==> src/rtl/ifetch.sv <==
// Instruction fetch stage: sequential PC generation, single-outstanding word
// fetch to instruction memory, and an in-order {pc, instr} queue toward IF/ID.
module ifetch #(
  parameter logic [31:0] RESET_PC = 32'h0000_0000,
  parameter int          DEPTH    = 2
) (
  input  logic        clk,
  input  logic        reset,
  output logic        mem_req,
  output logic [31:0] mem_addr,
  input  logic        mem_ready,
  input  logic        mem_rvalid,
  input  logic [31:0] mem_rdata,
  input  logic        branch_taken,
  input  logic [31:0] branch_target,
  input  logic        stall,
  output logic [31:0] out_instr,
  output logic [31:0] out_pc,
  output logic        out_valid
);

  localparam int PW = (DEPTH > 2) ? $clog2(DEPTH) : 1;
  localparam int CW = $clog2(DEPTH + 1);
  localparam logic [CW-1:0] DEPTH_C = CW'(DEPTH);
  localparam logic [PW-1:0] LAST    = PW'(DEPTH - 1);

  logic [31:0]   pc;
  logic [31:0]   req_pc;
  logic          busy;
  logic          discard;
  logic [CW-1:0] count;
  logic [PW-1:0] rd_ptr;
  logic [PW-1:0] wr_ptr;
  logic [31:0]   q_pc    [DEPTH];
  logic [31:0]   q_instr [DEPTH];

  logic accept;
  logic resp;
  logic push;
  logic pop;
  logic unused_target_bits;

  function automatic logic [PW-1:0] next_ptr(input logic [PW-1:0] p);
    return (p == LAST) ? '0 : p + PW'(1);
  endfunction

  // Memory handshake: a request transfers on a cycle with mem_req && mem_ready;
  // mem_addr holds while mem_req waits for ready (only a redirect may withdraw it);
  // exactly one mem_rvalid returns per accepted request, in order, no earlier than
  // the cycle after acceptance. Taking a new request in the cycle rvalid arrives
  // keeps fetches back-to-back with only one request in flight.
  assign mem_req = !reset && !branch_taken
                && ((count + CW'(busy)) < DEPTH_C)
                && (!busy || mem_rvalid);
  assign mem_addr = pc;

  assign accept = mem_req && mem_ready;
  assign resp   = mem_rvalid && busy;
  assign push   = resp && !discard && !branch_taken;
  assign pop    = out_valid && !stall && !branch_taken;

  assign unused_target_bits = ^branch_target[1:0];

  always_ff @(posedge clk) begin
    if (reset) begin
      pc      <= RESET_PC;
      req_pc  <= '0;
      busy    <= 1'b0;
      discard <= 1'b0;
    end else if (branch_taken) begin
      // A response landing in the redirect cycle retires the request outright;
      // otherwise the still-pending one must be dropped when it returns.
      pc      <= {branch_target[31:2], 2'b00};
      busy    <= busy && !mem_rvalid;
      discard <= busy && !mem_rvalid;
    end else if (accept) begin
      req_pc  <= pc;
      pc      <= pc + 32'd4;
      busy    <= 1'b1;
      discard <= 1'b0;
    end else if (resp) begin
      busy    <= 1'b0;
      discard <= 1'b0;
    end
  end

  always_ff @(posedge clk) begin
    if (reset || branch_taken) begin
      count  <= '0;
      rd_ptr <= '0;
      wr_ptr <= '0;
    end else begin
      if (push) begin
        q_pc[wr_ptr]    <= req_pc;
        q_instr[wr_ptr] <= mem_rdata;
        wr_ptr          <= next_ptr(wr_ptr);
      end
      if (pop) begin
        rd_ptr <= next_ptr(rd_ptr);
      end
      if (push && !pop) begin
        count <= count + CW'(1);
      end else if (!push && pop) begin
        count <= count - CW'(1);
      end
    end
  end

  assign out_valid = (count != '0);
  assign out_pc    = out_valid ? q_pc[rd_ptr]    : 32'h0;
  assign out_instr = out_valid ? q_instr[rd_ptr] : 32'h0;

  // The request gating reserves a slot for the in-flight fetch, so a full push is a bug.
  assert property (@(posedge clk) disable iff (reset) push |-> (count != DEPTH_C))
    else $error("ifetch: push into full queue");

endmodule

==> config.mk <==
export PLATFORM = sky130hd
export DESIGN_NAME = ifetch
export DESIGN_NICKNAME = d
export VERILOG_FILES = /design/src/rtl/ifetch.sv
export SDC_FILE = /design/constraint.sdc
export NUM_CORES = 1
export LEC_CHECK = 0
export CAP_MARGIN = 25
export CORE_ASPECT_RATIO = 1.1
export CORE_MARGIN = 3
export CORE_UTILIZATION = 51
export DETAILED_ROUTE_END_ITERATION = 6
export PLACE_DENSITY = 0.8
export SYNTH_ARGS = -nofsm -noshare
export SYNTH_HDL_FRONTEND = slang
export SYNTH_SLANG_ARGS = --single-unit
export TNS_END_PERCENT = 30
==> constraint.sdc <==
create_clock -name clk -period 8.3 [get_ports clk]
set_input_delay 1.66 -clock clk [delete_from_list [all_inputs] [get_ports clk]]
set_output_delay 1.66 -clock clk [all_outputs]
set_load 0.02 [all_outputs]
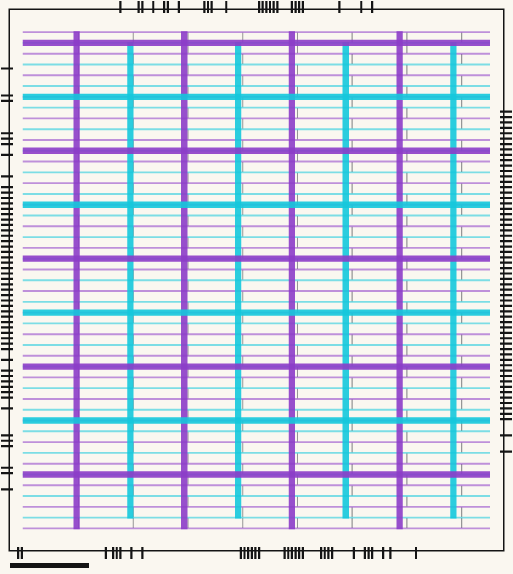
(images/pdn.png)
Bar = 20 um. Pins as bars on the die edge. Tap cells in gray.
Purple marks VSS. Cyan marks VDD.
The core has 46 rows. 9 straps on met5. 8 straps on met4.
Max VDD drop: 154 uV
Chip Height: 136 um
core area: 14,700 um^2

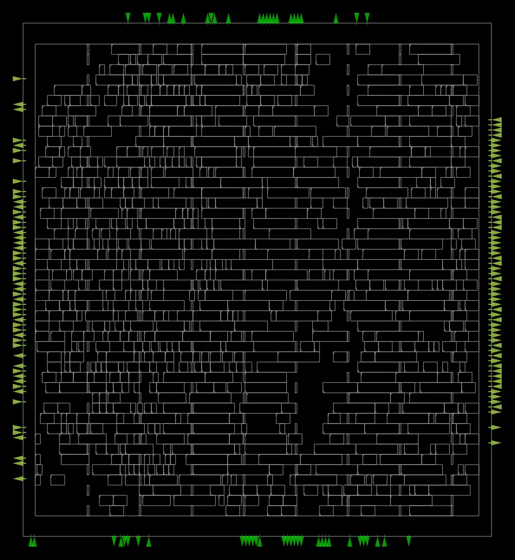
(images/final_placement.png)
number of cells in the finished layout apart from fillers: 1,027
Tapcells: 192

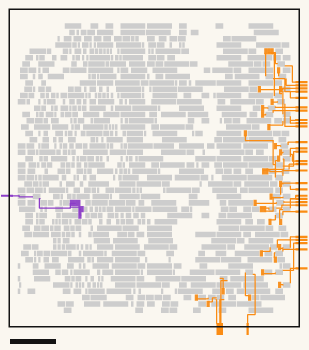
(images/port_nets.png)
Bar = 20 um.
Orange marks out_instr, direction output, edge 28 right, 4 bottom, end cells 32, buffers 32, wire 543 um. Purple marks mem_ready, direction input, edge left, end cells 4, buffers 1, wire 40.5 um.
Port Buffers: 161
I/O pin count: 168

==> flow_summary.rst <==
Run summary
-----------

.. list-table::
   :header-rows: 1

   * - Metric
     - Value
   * - Dominant synthesized flop cell
     - sky130_fd_sc_hd__edfxtp_1
   * - Total congestion overflow after global routing
     - 0
   * - Count of cells along the worst register-to-register path
     - 6
   * - Summed instance area of the synthesized netlist
     - slightly below 8000 um^2
   * - Outcome
     - completed
   * - Final setup violation count
     - 0
   * - R2R Setup Slk
     - 5910 ps
   * - Length of routed met3 wiring
     - about 1.1 mm
   * - Floorplan row count
     - between 40 and 50
   * - Total area of sequential cells
     - 5070 um^2
   * - Avg Cell Area, Syn
     - approximately 12 um^2
   * - Met1 Routed Length
     - approximately 7.5 mm
   * - DRT Wirelength
     - 17.5 mm
   * - # Post-CTS Setup Buffers
     - 0
   * - Fraction of registers with async set/reset
     - 0
   * - CTS H-tree depth
     - 4
   * - Combinational power share
     - 0.063
   * - TritonCTS Buffers
     - 17
   * - RR Startpoint
     - count[1]
   * - Highest-delay cell along the critical path
     - sky130_fd_sc_hd__clkdlybuf4s50_1
## power by group through the flow
stage	logic (W)	registers, W	clock network (W)
final	0.000127	0.00104	0.000857
after global routing	0.000137	0.00104	0.000912
after CTS	0.000127	0.00104	0.000873
after detailed placement	0.000126	0.00106	0
after global placement	0.000122	0.00106	0
after floorplan	0.0000485	0.00107	0
## synthesized netlist by cell type, types with 3 or more instances
| cell | n |
|---|---|
| sky130_fd_sc_hd__and2_1 | 3 |
| sky130_fd_sc_hd__o2111ai_1 | 3 |
| sky130_fd_sc_hd__nor3_1 | 3 |
| sky130_fd_sc_hd__and3_1 | 3 |
| sky130_fd_sc_hd__nand3_1 | 15 |
| sky130_fd_sc_hd__or3_1 | 10 |
| sky130_fd_sc_hd__a311oi_1 | 4 |
| sky130_fd_sc_hd__o31a_1 | 4 |
| sky130_fd_sc_hd__or2_2 | 3 |
| sky130_fd_sc_hd__a21oi_1 | 43 |
| sky130_fd_sc_hd__nor2_1 | 89 |
| sky130_fd_sc_hd__a31oi_1 | 11 |
| sky130_fd_sc_hd__nand2_1 | 88 |
| sky130_fd_sc_hd__inv_1 | 10 |
| sky130_fd_sc_hd__clkbuf_1 | 30 |
| sky130_fd_sc_hd__o21ai_0 | 6 |
| sky130_fd_sc_hd__xor2_1 | 6 |
| sky130_fd_sc_hd__nor4_1 | 6 |
| sky130_fd_sc_hd__or4_1 | 6 |
| sky130_fd_sc_hd__buf_1 | 9 |
| sky130_fd_sc_hd__a211oi_1 | 6 |
| sky130_fd_sc_hd__dfxtp_1 | 67 |
| sky130_fd_sc_hd__buf_4 | 4 |
| sky130_fd_sc_hd__nand4_1 | 8 |
| sky130_fd_sc_hd__o311ai_0 | 11 |
| sky130_fd_sc_hd__nand2b_1 | 4 |
| sky130_fd_sc_hd__mux2i_1 | 62 |
| sky130_fd_sc_hd__edfxtp_1 | 124 |
## placed cells by master, fill, tap and decap left out, types with 6 or more instances in the layout
| cell type | instances |
|---|---|
| sky130_fd_sc_hd__nor4_1 | 6 |
| sky130_fd_sc_hd__clkdlybuf4s50_1 | 160 |
| sky130_fd_sc_hd__nand3_1 | 15 |
| sky130_fd_sc_hd__nand2_1 | 88 |
| sky130_fd_sc_hd__nor2_1 | 88 |
| sky130_fd_sc_hd__a31oi_1 | 11 |
| sky130_fd_sc_hd__edfxtp_1 | 124 |
| sky130_fd_sc_hd__clkbuf_16 | 17 |
| sky130_fd_sc_hd__a21oi_1 | 42 |
| sky130_fd_sc_hd__o311ai_0 | 11 |
| sky130_fd_sc_hd__mux2i_1 | 62 |
| sky130_fd_sc_hd__o21ai_0 | 6 |
| sky130_fd_sc_hd__buf_4 | 9 |
| sky130_fd_sc_hd__a211oi_1 | 6 |
| sky130_fd_sc_hd__xor2_1 | 6 |
| sky130_fd_sc_hd__or4_1 | 6 |
| sky130_fd_sc_hd__nand4_1 | 8 |
| sky130_fd_sc_hd__inv_1 | 10 |
| sky130_fd_sc_hd__dfxtp_1 | 66 |
| sky130_fd_sc_hd__or3_1 | 10 |
## worst max-delay path: cells and delay by family
family          cells  cell delay, ps
buf+inv             3            1290
simple gates        1             390
compound gates      1             190
Power is estimated from default activity; no workload was simulated.
